run_1/final_congestion.png
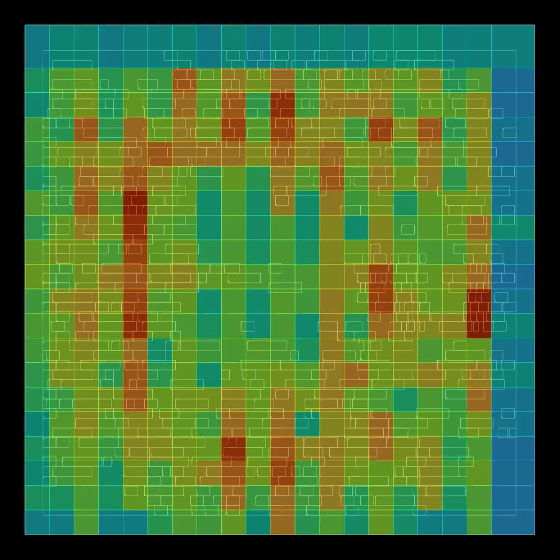
run_1/wire_density.png
(2 px per µm) The die is cut into 29 by 29 equal tiles; white is low, dark blue is high, scaled to the fullest tile. Values are wire area over tile area, all layers added.
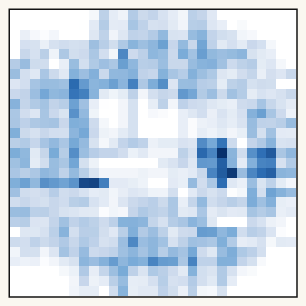
run_1/met4.png
(3 px per µm) Supply wires on this layer in gray.
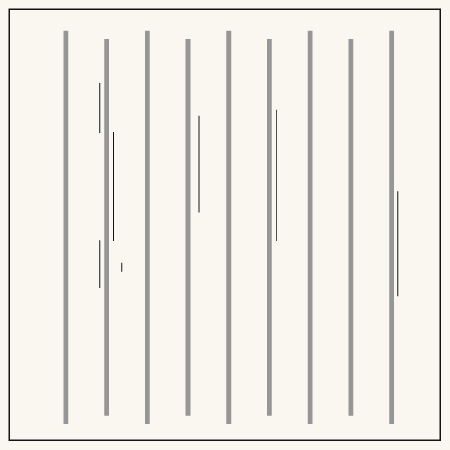
run_1/zoom.png
Region (57, 28) to (87, 58) µm. Cells in gray, sequential cells in the stronger gray; small squares are vias.
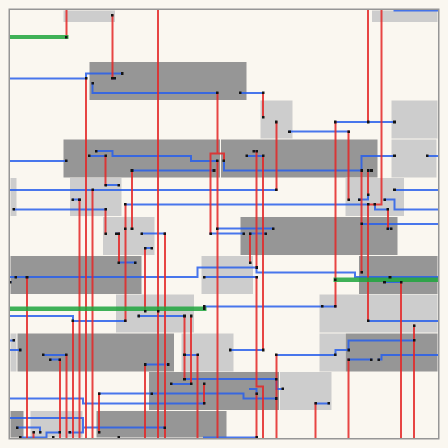
### src/rtl/cdb_arbiter_pkg.sv
// Shared definitions for the CDB arbiter: producer indices and default widths.
// Build with CDB_ARB_FIXED_PRIO_EN defined to select fixed priority instead of round-robin.
package cdb_arbiter_pkg;

  localparam int SRC_ALU     = 0;
  localparam int SRC_BR      = 1;
  localparam int SRC_LSB     = 2;
  localparam int SRC_NUM_DEF = 3;
  localparam int TAG_W_DEF   = 4;
  localparam int DATA_W_DEF  = 32;

  // Index width that stays legal for a single-source configuration.
  function automatic int idx_w(input int n);
    return (n > 1) ? $clog2(n) : 1;
  endfunction

endpackage

### src/rtl/cdb_arbiter_rr_pick.sv
// One-hot picker over a request vector: round-robin from a start pointer, or a plain
// lowest-index priority encoder when CDB_ARB_FIXED_PRIO_EN is defined.
module rr_pick #(
  parameter int N = 3,
  parameter int W = 2
) (
`ifndef CDB_ARB_FIXED_PRIO_EN
  input  logic [W-1:0] start,
`endif
  input  logic [N-1:0] req,
  output logic [N-1:0] grant,
  output logic [W-1:0] idx
);

`ifndef CDB_ARB_FIXED_PRIO_EN
  logic         found;
  logic [W-1:0] pos;

  // NOTE: every output gets a default before the loop, so no path leaves one unassigned and no latch is inferred.
  always_comb begin
    grant = '0;
    idx   = '0;
    found = 1'b0;
    pos   = '0;
    for (int k = 0; k < N; k++) begin
      pos = W'((int'(start) + k) % N);
      if (!found && req[pos]) begin
        found      = 1'b1;
        grant[pos] = 1'b1;
        idx        = pos;
      end
    end
  end
`else
  // Scanning downward lets the lowest requesting index be the last (winning) assignment.
  always_comb begin
    grant = '0;
    idx   = '0;
    for (int k = N - 1; k >= 0; k--) begin
      if (req[k]) begin
        grant    = '0;
        grant[k] = 1'b1;
        idx      = W'(k);
      end
    end
  end
`endif

endmodule

### src/rtl/cdb_arbiter.sv
// Common data bus arbiter: one holding slot per producer, one registered broadcast per cycle.
// Round-robin by default; CDB_ARB_FIXED_PRIO_EN selects fixed priority (lowest index wins).
module cdb_arbiter
  import cdb_arbiter_pkg::*;
#(
  parameter  int SRC_NUM = SRC_NUM_DEF,
  parameter  int TAG_W   = TAG_W_DEF,
  parameter  int DATA_W  = DATA_W_DEF,
  localparam int SRC_W   = idx_w(SRC_NUM)
) (
  input  logic                      clk_in,
  input  logic                      rst_in,
  input  logic                      rdy_in,
  input  logic                      clear_in,
  input  logic [SRC_NUM-1:0]        src_valid,
  input  logic [SRC_NUM*TAG_W-1:0]  src_tag,
  input  logic [SRC_NUM*DATA_W-1:0] src_value,
  output logic [SRC_NUM-1:0]        src_ready,
  output logic                      cdb_valid,
  output logic [SRC_W-1:0]          cdb_src,
  output logic [TAG_W-1:0]          cdb_tag,
  output logic [DATA_W-1:0]         cdb_value
);

  logic                en;
  logic [SRC_NUM-1:0]  full;
  logic [SRC_NUM-1:0]  pick_grant;
  logic [SRC_NUM-1:0]  grant;
  logic [SRC_NUM-1:0]  accept;
  logic [SRC_W-1:0]    pick_idx;
  logic [TAG_W-1:0]    slot_tag [SRC_NUM];
  logic [DATA_W-1:0]   slot_val [SRC_NUM];

  // Grants only take effect on an enabled, non-flushing edge.
  assign en        = rdy_in & ~clear_in;
  assign grant     = pick_grant & {SRC_NUM{en}};
  assign src_ready = {SRC_NUM{en}} & (~full | grant);
  assign accept    = src_valid & src_ready;

`ifndef CDB_ARB_FIXED_PRIO_EN
  logic [SRC_W-1:0] rr_ptr;

  // NOTE: sequential state uses non-blocking assignments so every register samples pre-edge values.
  always_ff @(posedge clk_in or negedge rst_in) begin
    if (!rst_in) begin
      rr_ptr <= '0;
    end else if (|grant) begin
      rr_ptr <= (pick_idx == SRC_W'(SRC_NUM - 1)) ? '0 : pick_idx + 1'b1;
    end
  end

  rr_pick #(.N(SRC_NUM), .W(SRC_W)) u_pick (
    .start (rr_ptr),
    .req   (full),
    .grant (pick_grant),
    .idx   (pick_idx)
  );
`else
  rr_pick #(.N(SRC_NUM), .W(SRC_W)) u_pick (
    .req   (full),
    .grant (pick_grant),
    .idx   (pick_idx)
  );
`endif

  always_ff @(posedge clk_in or negedge rst_in) begin
    if (!rst_in) begin
      full <= '0;
    end else if (clear_in) begin
      full <= '0;
    end else if (rdy_in) begin
      full <= (full & ~grant) | accept;
    end
  end

  // NOTE: slot payloads carry no reset; they are only observed while the matching full bit is set.
  always_ff @(posedge clk_in) begin
    for (int i = 0; i < SRC_NUM; i++) begin
      if (accept[i]) begin
        slot_tag[i] <= src_tag[i*TAG_W +: TAG_W];
        slot_val[i] <= src_value[i*DATA_W +: DATA_W];
      end
    end
  end

  // A refilled winner broadcasts its old contents here while the new ones land in the slot.
  always_ff @(posedge clk_in or negedge rst_in) begin
    if (!rst_in) begin
      cdb_valid <= 1'b0;
      cdb_src   <= '0;
      cdb_tag   <= '0;
      cdb_value <= '0;
    end else if (clear_in) begin
      cdb_valid <= 1'b0;
    end else if (rdy_in) begin
      cdb_valid <= |grant;
      if (|grant) begin
        cdb_src   <= pick_idx;
        cdb_tag   <= slot_tag[pick_idx];
        cdb_value <= slot_val[pick_idx];
      end
    end
  end

endmodule

### config.mk
export PLATFORM = sky130hd
export DESIGN_NAME = cdb_arbiter
export DESIGN_NICKNAME = d
export VERILOG_FILES = /design/src/rtl/cdb_arbiter_pkg.sv /design/src/rtl/cdb_arbiter_rr_pick.sv /design/src/rtl/cdb_arbiter.sv
export SDC_FILE = /design/constraint.sdc
export NUM_CORES = 1
export LEC_CHECK = 0
export CORE_MARGIN = 5
export CORE_UTILIZATION = 35
export CTS_CLUSTER_DIAMETER = 60
export DETAILED_ROUTE_END_ITERATION = 6
export HOLD_SLACK_MARGIN = 0.08
export SKIP_LAST_GASP = 1
export SLEW_MARGIN = 20
export SYNTH_ARGS = -nofsm -noshare
export SYNTH_HDL_FRONTEND = slang
export SYNTH_SLANG_ARGS = --single-unit
### constraint.sdc
create_clock -name clk_in -period 9.1 [get_ports clk_in]
set_input_delay 1.82 -clock clk_in [delete_from_list [all_inputs] [get_ports clk_in]]
set_output_delay 1.82 -clock clk_in [all_outputs]
set_load 0.01 [all_outputs]
==> metrics.log, run 1 <==
[flow] collecting metrics
[metrics] Post-CTS Resized: 0
[metrics] worst reg2reg setup slack: 5.38 ns
[metrics] Cell Rows: roughly 48
[metrics] fraction of synthesized area in multiplexers: 10.4%
[metrics] design internal power: 1.85 mW
[metrics] logic gate fraction of the total cell area: 20.0%
[metrics] relative contribution of sequential cells to total power: roughly a third
[metrics] final weighted congestion in routability-driven placement: approximately 0.8
[metrics] Global Route Usage Sum: 14.4%
[metrics] Placement Setup Slack: 3.96 ns
[metrics] reg-to-reg startpoint: rr_ptr[1]$_DFFE_PN0N_
[metrics] top cell type by instance count after synthesis: edfxtp_1
[metrics] cell occurring most often along the worst timing path: clkdlybuf4s50_1
[metrics] Clk. pwr: 675 µW
[metrics] share of final-layout standard cells stronger than drive strength 1: ~19%
[metrics] total core area: approximately 17000 µm²
[metrics] met3 WL: between 800 and 900 µm
[metrics] CTS sink count: 152
[metrics] gate count of the mapped netlist: around 350
[metrics] register cell area after layout: 4340 µm²
[metrics] biggest regs: slot_val (96), cdb_value (32), slot_tag (12)
[metrics] PnR Total Power: between 2 and 3 mW
[metrics] post-route setup TNS: 0 ns
[metrics] number of cells on the worst hold path: 1
[metrics] most numerous logic cell after layout: clkdlybuf4s50_1
[metrics] parity-gate share of the synthesized area counting xor and xnor cells: 0%
[metrics] run status: finished clean
[metrics] first-pass GRT wire length: 22000 µm
[metrics] Pwr top: combinational logic
[metrics] horizontal die dimension: 143 µm
[metrics] biggest area contributors in the synthesized netlist: edfxtp_1 52%, dfrtp_1 18%, mux2_4 9.9%, a221o_1 4.7%, and2_1 3.9%
[metrics] Placed Cells: 715
[metrics] slowest stage delay, CP: between 0.5 and 0.6 ns
[metrics] OpenROAD warning count: 29
[metrics] metal1 wirelength: roughly 6300 µm
[metrics] Slew HR: between 20 and 30%
[metrics] switching share of power: around 30%
[metrics] slew at the pin closest to its max-slew limit: 1.07 ns
[metrics] Synth warnings: 0
[metrics] fillers: about 1500
[metrics] Critical Path Sink: src_ready[0]
[metrics] combinational gates: between 150 and 200
[metrics] unique cell type count in the Yosys netlist: 40
[metrics] overall chip area: around 21000 µm²
[metrics] classification of the worst-slack hold path: reg -> reg
[metrics] worst path setup slack after routing: 3.90 ns
[metrics] Post-CTS Hold Buffers: 0
[metrics] final critical path time including I/O delays and setup: 5.20 ns
[metrics] total clock buffers created by CTS: 17
[metrics] power per unit of standard cell area: ~310 nW/µm²
[metrics] launch instance of the worst min-delay path: cdb_valid$_DFFE_PN0P_
[metrics] max FFs per register: approximately 96
[metrics] Post-DRT Antenna Nets: 0
[metrics] average vias per placed instance: just under 5
[metrics] largest register by flop count: slot_val
[metrics] grt ovf: 0
[metrics] proportion of final cell area spent on non-clock buffers: 18.6%
[metrics] largest net degree at the start of global routing: roughly 45
[metrics] ys flops: 152
[metrics] post-route clock skew: approximately 0.018 ns
[metrics] fp util: 35.8%
[metrics] most heavily used metal layer in global routing: met2
[metrics] H-Tree Level Count: 4
[metrics] CTS clock-pin slew for the worst setup and hold paths: 0.06 ns
[metrics] antenna violations before repair: 1
[metrics] clock-cell share of area: 6.65%
[metrics] invs w/o clock: 4
[metrics] post-layout net count: 628
[metrics] Setup Fix Bufs, Post-CTS: 0
[metrics] post-placement cell area: about 7900 µm²
[metrics] CLK BUF: 21
[metrics] Net Switching: between 800 and 900 µW
[metrics] fraction of the mapped netlist area in simple logic gates: 6.55%
[metrics] biggest area consumer among cell classes: flip-flops and latches
[metrics] standard cell with the maximum stage delay on the critical path: clkdlybuf4s50_1
[metrics] top_reg_cell synth: edfxtp_1
[metrics] endpoint arrival time on the critical path: 3.38 ns
[metrics] cells along the critical path: clkdlybuf4s50_1 -> nand2b_1 -> a21oi_1 -> clkdlybuf4s50_1
[metrics] largest fanout on the critical path: 6
[metrics] cell count in the Yosys report: between 300 and 400
[metrics] ys async rst share: approximately 29%
[metrics] highest metal used: met5
[metrics] Top logic family: multiplexers
[metrics] number of logic stages on the critical path including buffering: 4
[metrics] sequential cell area fraction in the yosys report: ~70%
[metrics] final worst-path cycle share: 57.1%
[metrics] clock latency at the later pin of the worst-skew pair: roughly 0.42 ns
[metrics] largest voltage drop on the vdd net: about 260 µV
[metrics] router iterations before antenna repair: 5
[metrics] clk buf depth: 2
[metrics] Mapped Nets: about 470
[metrics] Synth Area in Adders: less than 1%
[metrics] power share of the clock group: 25.5%
[metrics] sequential cell count: ~150
[metrics] Fin. Hold Viols: 0
[metrics] leading cell types by count after synthesis: 108 x edfxtp_1, 44 x dfrtp_1, 41 x mux2_4, 39 x and2_1, 29 x a221o_1
[metrics] DR iter-0 viols: roughly 230
[metrics] synthesized cell area: around 6200 µm²
[metrics] final std cells w/o fill: roughly 750
[metrics] Seq group: roughly 930 µW
[metrics] worst path required time: about 7.3 ns
[metrics] max-cap violation count: 0
[metrics] share of Yosys cell area claimed by the top area cell type: 52.2%
[metrics] cell type with the largest total area after synthesis: edfxtp_1
Notes on final_congestion.png above:
met3 demand-to-capacity share in global routing: 4.05%
met2 usage in global routing: 22.9%

Notes on wire_density.png above:
nearly empty tiles: 15%
emptiest ninth of the die: center
fullest tile: 0.47
tiles over half the peak: 7.3%
mean over tiles: 0.11
average routed wire per standard cell: 19.3 µm
final WL: 14400 µm

Notes on met4.png above:
wire length on this layer: 181 µm
share of all routed wire: 1.3%
nets with wire on the layer: 4
main direction: vertical
routed vias: 3597

Notes on zoom.png above:
legend:
  met2:
    color: red
  met3:
    color: green
  met1:
    color: blue
netlist names of flops here include: slot_val (8), cdb_value (2)
sequential cells in the window: 10
most frequent: edfxtp_1 (8), clkdlybuf4s50_1 (4)
cells with their middle in the window: 22

run_1/gate_families.png
(4 px per µm)
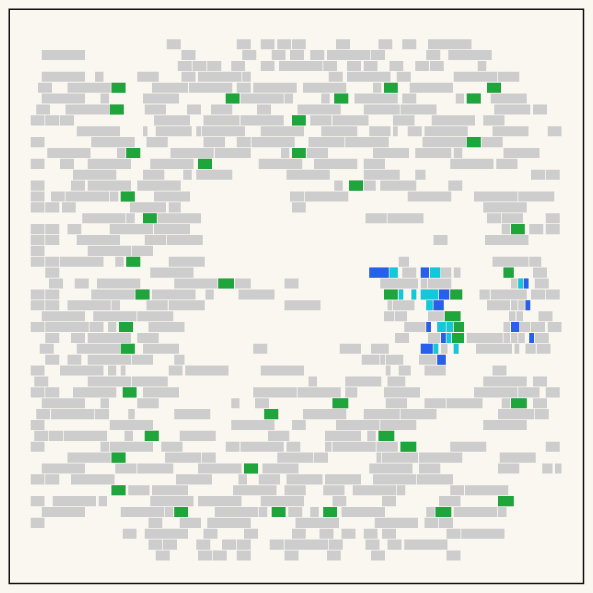

==> run 2: changes to the inputs <==
==> constraint.sdc (replaced) <==
create_clock -name clk_in -period 5.35 [get_ports clk_in]
set_input_delay 1.07 -clock clk_in [delete_from_list [all_inputs] [get_ports clk_in]]
set_output_delay 1.07 -clock clk_in [all_outputs]
set_load 0.01 [all_outputs]
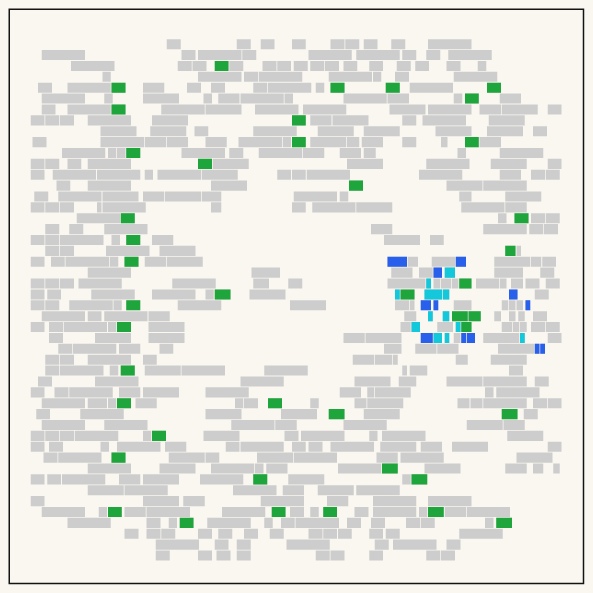
run_2/gate_families.png
(4 px per µm)
legend:
  NOR gates:
    color: cyan
    cells: 12
    most_used: nor2_1
    where: middle right
  NAND gates:
    color: blue
    cells: 12
    most_used: nand2_1
    where: middle right
  AND-OR and OR-AND gates:
    color: green
    cells: 42
    most_used: a221o_1
    where: spread over the die
final std cells w/o fill: 748
most numerous logic cell after layout: clkdlybuf4s50_1
logic gate fraction of the total cell area: 19.8%

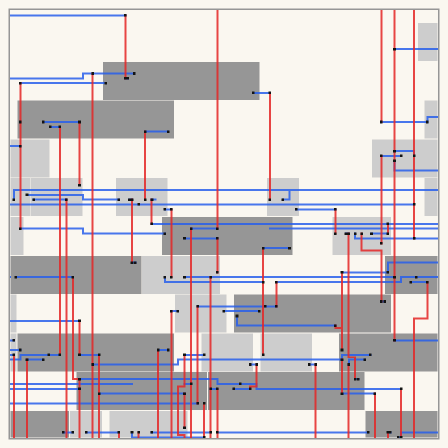
run_2/zoom.png
Region (57, 28) to (87, 58) µm. Cells in gray, sequential cells in the stronger gray; small squares are vias.
legend:
  met2:
    color: red
  met1:
    color: blue
netlist names of flops here include: slot_val (7), cdb_value (2)
most frequent: edfxtp_1 (7), clkdlybuf4s50_1 (4)
cells with their middle in the window: 21
sequential cells in the window: 9

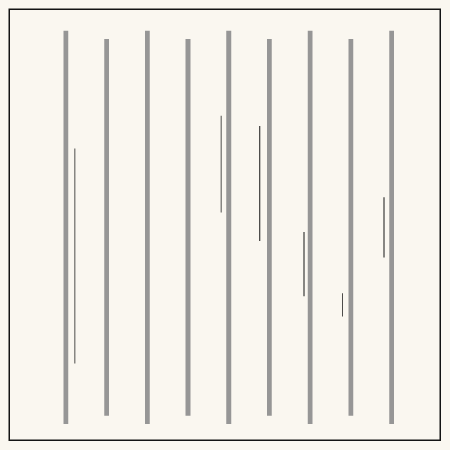
run_2/met4.png
(3 px per µm) Supply wires on this layer in gray.
routed vias: 3578
final WL: 14600 µm

==> run 2 against run 1 <==
Net effect:
- register-to-register slack got worse by 3.4 ns
- critical path depth rose by 4
- via count fell by 0.53%
- largest power group unchanged
- routed wire length rose by 1.6%
- clock power rose by 85%
- non-clock buffer count rose by 1
- cell count rose by 0.13%
- combinational power rose by 71%
- global-route usage rose by 0.22 points
==> metrics.log, run 2 <==
[flow] collecting metrics
[metrics] cells along the critical path: inv_1 -> ha_1 -> mux2_4 -> a211oi_2 -> nand2_1 -> a31o_2 -> a21oi_1 -> clkdlybuf4s50_1
[metrics] top cell type by instance count after synthesis: edfxtp_1
[metrics] H-Tree Level Count: 4 (unchanged)
[metrics] horizontal die dimension: 143 µm (unchanged)
[metrics] proportion of final cell area spent on non-clock buffers: 18.8% (+0.19 points)
[metrics] Placed Cells: 715 (unchanged)
[metrics] post-layout net count: 629 (+0.16%)
[metrics] DR iter-0 viols: 173 (-25%)
[metrics] standard cell with the maximum stage delay on the critical path: clkdlybuf4s50_1
[metrics] power share of the clock group: 27.0% (+1.5 points)
[metrics] design internal power: 3.22 mW (+75%)
[metrics] clock-cell share of area: 7.20% (+0.55 points)
[metrics] switching share of power: 30.3% (-0.067 points)
[metrics] OpenROAD warning count: 29 (unchanged)
[metrics] share of final-layout standard cells stronger than drive strength 1: 19.5% (+0.92 points)
[metrics] unique cell type count in the Yosys netlist: 40 (unchanged)
[metrics] Critical Path Sink: src_ready[1]
[metrics] biggest regs: slot_val (96), cdb_value (32), slot_tag (12)
[metrics] parity-gate share of the synthesized area counting xor and xnor cells: 0% (unchanged)
[metrics] run status: finished clean
[metrics] total clock buffers created by CTS: 17 (unchanged)
[metrics] Fin. Hold Viols: 0 (unchanged)
[metrics] Slew HR: 29.8% (+0.84 points)
[metrics] Synth warnings: 0 (unchanged)
[metrics] Post-DRT Antenna Nets: 0 (unchanged)
[metrics] met3 demand-to-capacity share in global routing: 4.12% (+0.067 points)
[metrics] relative contribution of sequential cells to total power: 34.2% (-0.8 points)
[metrics] leading cell types by count after synthesis: 108 x edfxtp_1, 44 x dfrtp_1, 41 x mux2_4, 39 x and2_1, 29 x a221o_1
[metrics] cell count in the Yosys report: 351 (unchanged)
[metrics] reg-to-reg startpoint: rr_ptr[1]$_DFFE_PN0N_
[metrics] worst path required time: 4.28 ns (-3.00 ns)
[metrics] fraction of synthesized area in multiplexers: 10.4% (unchanged)
[metrics] Placement Setup Slack: 1.66 ns (-2.30 ns)
[metrics] ys flops: 152 (unchanged)
[metrics] combinational gates: 175 (unchanged)
[metrics] Cell Rows: 48 (unchanged)
[metrics] biggest area consumer among cell classes: flip-flops and latches
[metrics] endpoint arrival time on the critical path: 2.93 ns (-0.45 ns)
[metrics] share of Yosys cell area claimed by the top area cell type: 52.2% (unchanged)
[metrics] Clk. pwr: 1.25 mW (+85%)
[metrics] number of cells on the worst hold path: 1 (unchanged)
[metrics] largest net degree at the start of global routing: 45 (unchanged)
[metrics] invs w/o clock: 4 (unchanged)
[metrics] worst path setup slack after routing: 1.35 ns (-2.56 ns)
[metrics] sequential cell count: 152 (unchanged)
[metrics] CLK BUF: 20 (-4.8%)
[metrics] largest voltage drop on the vdd net: 441 µV (+67%)
[metrics] slew at the pin closest to its max-slew limit: 1.05 ns (-0.0126 ns)
[metrics] worst reg2reg setup slack: 1.98 ns (-3.40 ns)
[metrics] metal1 wirelength: 6560 µm (+3.5%)
[metrics] post-placement cell area: 7930 µm² (+0.16%)
[metrics] gate count of the mapped netlist: 351 (unchanged)
[metrics] fillers: 1475 (-0.94%)
[metrics] fp util: 35.8% (unchanged)
[metrics] final critical path time including I/O delays and setup: 4.00 ns
[metrics] overall chip area: 20500 µm² (unchanged)
[metrics] highest metal used: met4
[metrics] post-route setup TNS: 0 ns (unchanged)
[metrics] post-route clock skew: 0.0159 ns (-0.00196 ns)
[metrics] Global Route Usage Sum: 14.6% (+0.22 points)
[metrics] CTS sink count: 152 (unchanged)
[metrics] CTS clock-pin slew for the worst setup and hold paths: 0.06 ns (about the same)
[metrics] Pwr top: combinational logic
[metrics] antenna violations before repair: 0 (-1)
[metrics] max-cap violation count: 0 (unchanged)
[metrics] top_reg_cell synth: edfxtp_1
[metrics] biggest area contributors in the synthesized netlist: edfxtp_1 52%, dfrtp_1 18%, mux2_4 9.9%, a221o_1 4.7%, and2_1 3.9%
[metrics] total core area: 17400 µm² (unchanged)
[metrics] cell type with the largest total area after synthesis: edfxtp_1
[metrics] clock latency at the later pin of the worst-skew pair: 0.42 ns (about the same)
[metrics] met3 WL: 780 µm (-4.8%)
[metrics] Setup Fix Bufs, Post-CTS: 0 (unchanged)
[metrics] sequential cell area fraction in the yosys report: 70.0% (unchanged)
[metrics] Seq group: 1.58 mW (+70%)
[metrics] Net Switching: 1.40 mW (+74%)
[metrics] average vias per placed instance: 4.78 (-0.66%)
[metrics] met2 usage in global routing: 23.2% (+0.35 points)
[metrics] final worst-path cycle share: 74.9%
[metrics] register cell area after layout: 4340 µm² (unchanged)
[metrics] clk buf depth: 2 (unchanged)
run_2/wire_density.png
(2 px per µm) The die is cut into 29 by 29 equal tiles; white is low, dark blue is high, scaled to the fullest tile. Values are wire area over tile area, all layers added.
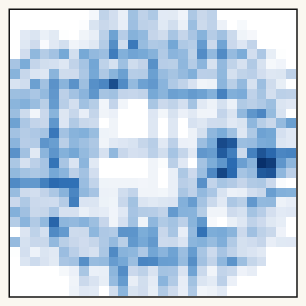

==> run 3: changes to the inputs <==
==> constraint.sdc (replaced) <==
create_clock -name clk_in -period 3.6 [get_ports clk_in]
set_input_delay 0.72 -clock clk_in [delete_from_list [all_inputs] [get_ports clk_in]]
set_output_delay 0.72 -clock clk_in [all_outputs]
set_load 0.01 [all_outputs]
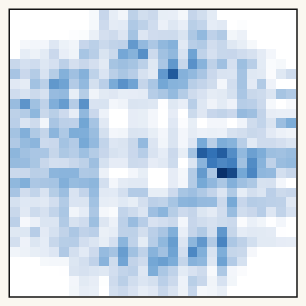
run_3/wire_density.png
(2 px per µm) The die is cut into 29 by 29 equal tiles; white is low, dark blue is high, scaled to the fullest tile. Values are wire area over tile area, all layers added.
tiles over half the peak: 5.5%
mean over tiles: 0.11
fullest tile: 0.53
average routed wire per standard cell: 19.7 µm
Global Route Usage Sum: 14.8%
final WL: 14800 µm

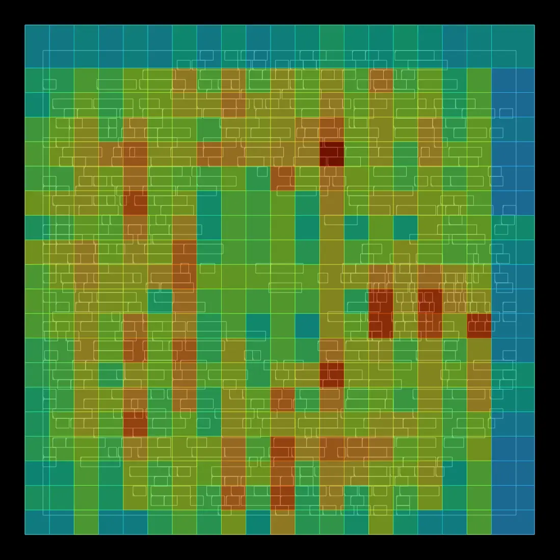
run_3/final_congestion.png
met2 usage in global routing: 23.5%
most heavily used metal layer in global routing: met2

==> run 3 against run 2 <==
Net effect:
- design area rose by 1.4%
- clock-buffer cell count down 1
- cell count grew 0.80%
- largest cell class unchanged
==> metrics.log, run 3 <==
[flow] collecting metrics
[metrics] count of unresolved DRC violations after routing: 0
[metrics] OpenROAD warning count: 30 (+3.4%)
[metrics] Net Switching: 2.07 mW (+48%)
[metrics] CLK BUF: 19 (-5.0%)
[metrics] Fin. Hold Viols: 0 (unchanged)
[metrics] highest metal used: met4
[metrics] Placed Cells: 722 (+0.98%)
[metrics] fillers: 1461 (-0.95%)
[metrics] fp util: 35.8% (unchanged)
[metrics] Clk. pwr: 1.86 mW (+49%)
[metrics] register cell area after layout: 4340 µm² (unchanged)
[metrics] P_comb: around 2.8 mW
[metrics] ys flops: 152 (unchanged)
[metrics] Slew HR: 54.2% (+24 points)
[metrics] classification of the worst-slack hold path: in -> async
[metrics] largest voltage drop on the vdd net: 405 µV (-8.2%)
[metrics] H-Tree Level Count: 4 (unchanged)
[metrics] worst reg2reg setup slack: 0.48 ns (-1.50 ns)
[metrics] biggest regs: slot_val (96), cdb_value (32), slot_tag (12)
[metrics] endpoint arrival time on the critical path: 2.68 ns (-0.25 ns)
[metrics] metal1 wirelength: 6530 µm (-0.47%)
[metrics] standard cell with the maximum stage delay on the critical path: clkdlybuf4s50_1
[metrics] Critical Path Sink: src_ready[2]
[metrics] CTS clock-pin slew for the worst setup and hold paths: 0.06 ns (about the same)
[metrics] combinational gates: 175 (unchanged)
[metrics] Synth warnings: 0 (unchanged)
[metrics] clock latency at the later pin of the worst-skew pair: 0.41 ns (about the same)
[metrics] final critical path time including I/O delays and setup: 3.40 ns
[metrics] final worst-path cycle share: a little over nine tenths
[metrics] met3 demand-to-capacity share in global routing: 4.05% (-0.067 points)
[metrics] Setup Fix Bufs, Post-CTS: 0 (unchanged)
[metrics] switching share of power: 29.6% (-0.65 points)
[metrics] worst path required time: 2.88 ns (-1.40 ns)
[metrics] most numerous logic cell after layout: clkdlybuf4s50_1
[metrics] Cell Rows: 48 (unchanged)
[metrics] biggest area contributors in the synthesized netlist: edfxtp_1 52%, dfrtp_1 18%, mux2_4 9.9%, a221o_1 4.7%, and2_1 3.9%
[metrics] number of antenna cells inserted: 0
[metrics] CTS sink count: 152 (unchanged)
[metrics] met2 wirelength from detailed routing: 7200 µm
[metrics] Pwr top: combinational logic
[metrics] Post-DRT Antenna Nets: 0 (unchanged)
[metrics] cells along the critical path: inv_1 -> ha_4 -> nor2b_2 -> and2_2 -> o21ai_0 -> a31o_2 -> a21oi_1 -> clkdlybuf4s50_1
[metrics] Placement Setup Slack: 0.350 ns (-1.31 ns)
[metrics] max-cap violation count: 0 (unchanged)
[metrics] power share of the clock group: 26.6% (-0.4 points)
[metrics] sequential cell count: 152 (unchanged)
[metrics] invs w/o clock: 4 (unchanged)
[metrics] overall chip area: 20500 µm² (unchanged)
[metrics] total clock buffers created by CTS: 17 (unchanged)
[metrics] number of logic stages on the critical path including buffering: 8
[metrics] share of final-layout standard cells stronger than drive strength 1: 20.8% (+1.3 points)
[metrics] unique cell type count in the Yosys netlist: 40 (unchanged)
[metrics] reg-to-reg startpoint: rr_ptr[1]$_DFFE_PN0N_
[metrics] cell type with the largest total area after synthesis: edfxtp_1
[metrics] final std cells w/o fill: 754 (+0.80%)
[metrics] proportion of final cell area spent on non-clock buffers: 19.4% (+0.60 points)
[metrics] cell count in the Yosys report: 351 (unchanged)
[metrics] parity-gate share of the synthesized area counting xor and xnor cells: 0% (unchanged)
[metrics] total core area: 17400 µm² (unchanged)
[metrics] number of enable-type register cells in the synthesized netlist: roughly 110
[metrics] antenna violations before repair: 0 (unchanged)
[metrics] post-placement cell area: 8020 µm² (+1.1%)
[metrics] design internal power: 4.93 mW (+53%)
[metrics] horizontal die dimension: 143 µm (unchanged)
[metrics] top_reg_cell synth: edfxtp_1
[metrics] post-route clock skew: 0.00654 ns (-0.00935 ns)
[metrics] met3 WL: 901 µm (+16%)
[metrics] share of Yosys cell area claimed by the top area cell type: 52.2% (unchanged)
[metrics] average vias per placed instance: 4.81 (+0.51%)
[metrics] Seq group: 2.35 mW (+49%)
[metrics] clk buf depth: 2 (unchanged)
[metrics] sequential cell area fraction in the yosys report: 70.0% (unchanged)
[metrics] post-layout net count: 635 (+0.95%)
[metrics] DR iter-0 viols: 208 (+20%)
[metrics] logic gate fraction of the total cell area: 20.1% (+0.24 points)
[metrics] worst path setup slack after routing: 0.203 ns (-1.14 ns)
[metrics] top cell type by instance count after synthesis: edfxtp_1
[metrics] slew at the pin closest to its max-slew limit: 0.685 ns (-0.368 ns)
[metrics] grt ovf: 0
[metrics] leading cell types by count after synthesis: 108 x edfxtp_1, 44 x dfrtp_1, 41 x mux2_4, 39 x and2_1, 29 x a221o_1
[metrics] biggest area consumer among cell classes: flip-flops and latches
[metrics] gate count of the mapped netlist: 351 (unchanged)
[metrics] run status: finished clean
[metrics] relative contribution of sequential cells to total power: 33.6% (-0.6 points)
[metrics] PnR Total Power: around 7 mW
[metrics] largest net degree at the start of global routing: 37 (-18%)
[metrics] clock-cell share of area: 7.14% (-0.059 points)
[metrics] fraction of synthesized area in multiplexers: 10.4% (unchanged)
[metrics] root buffer cell: clkbuf_16
[metrics] post-route setup TNS: 0 ns (unchanged)
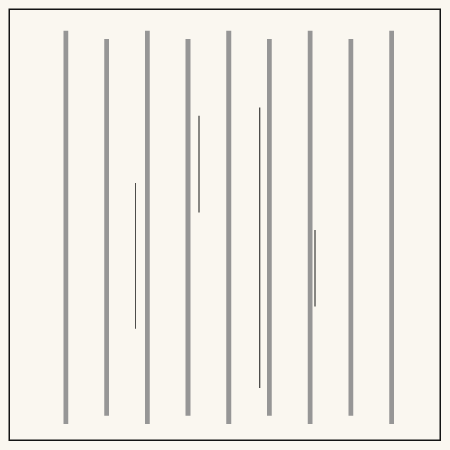
run_3/met4.png
(3 px per µm) Supply wires on this layer in gray.
routed vias: 3625

Power figures rest on the tool's default switching activity, not on a simulated workload.
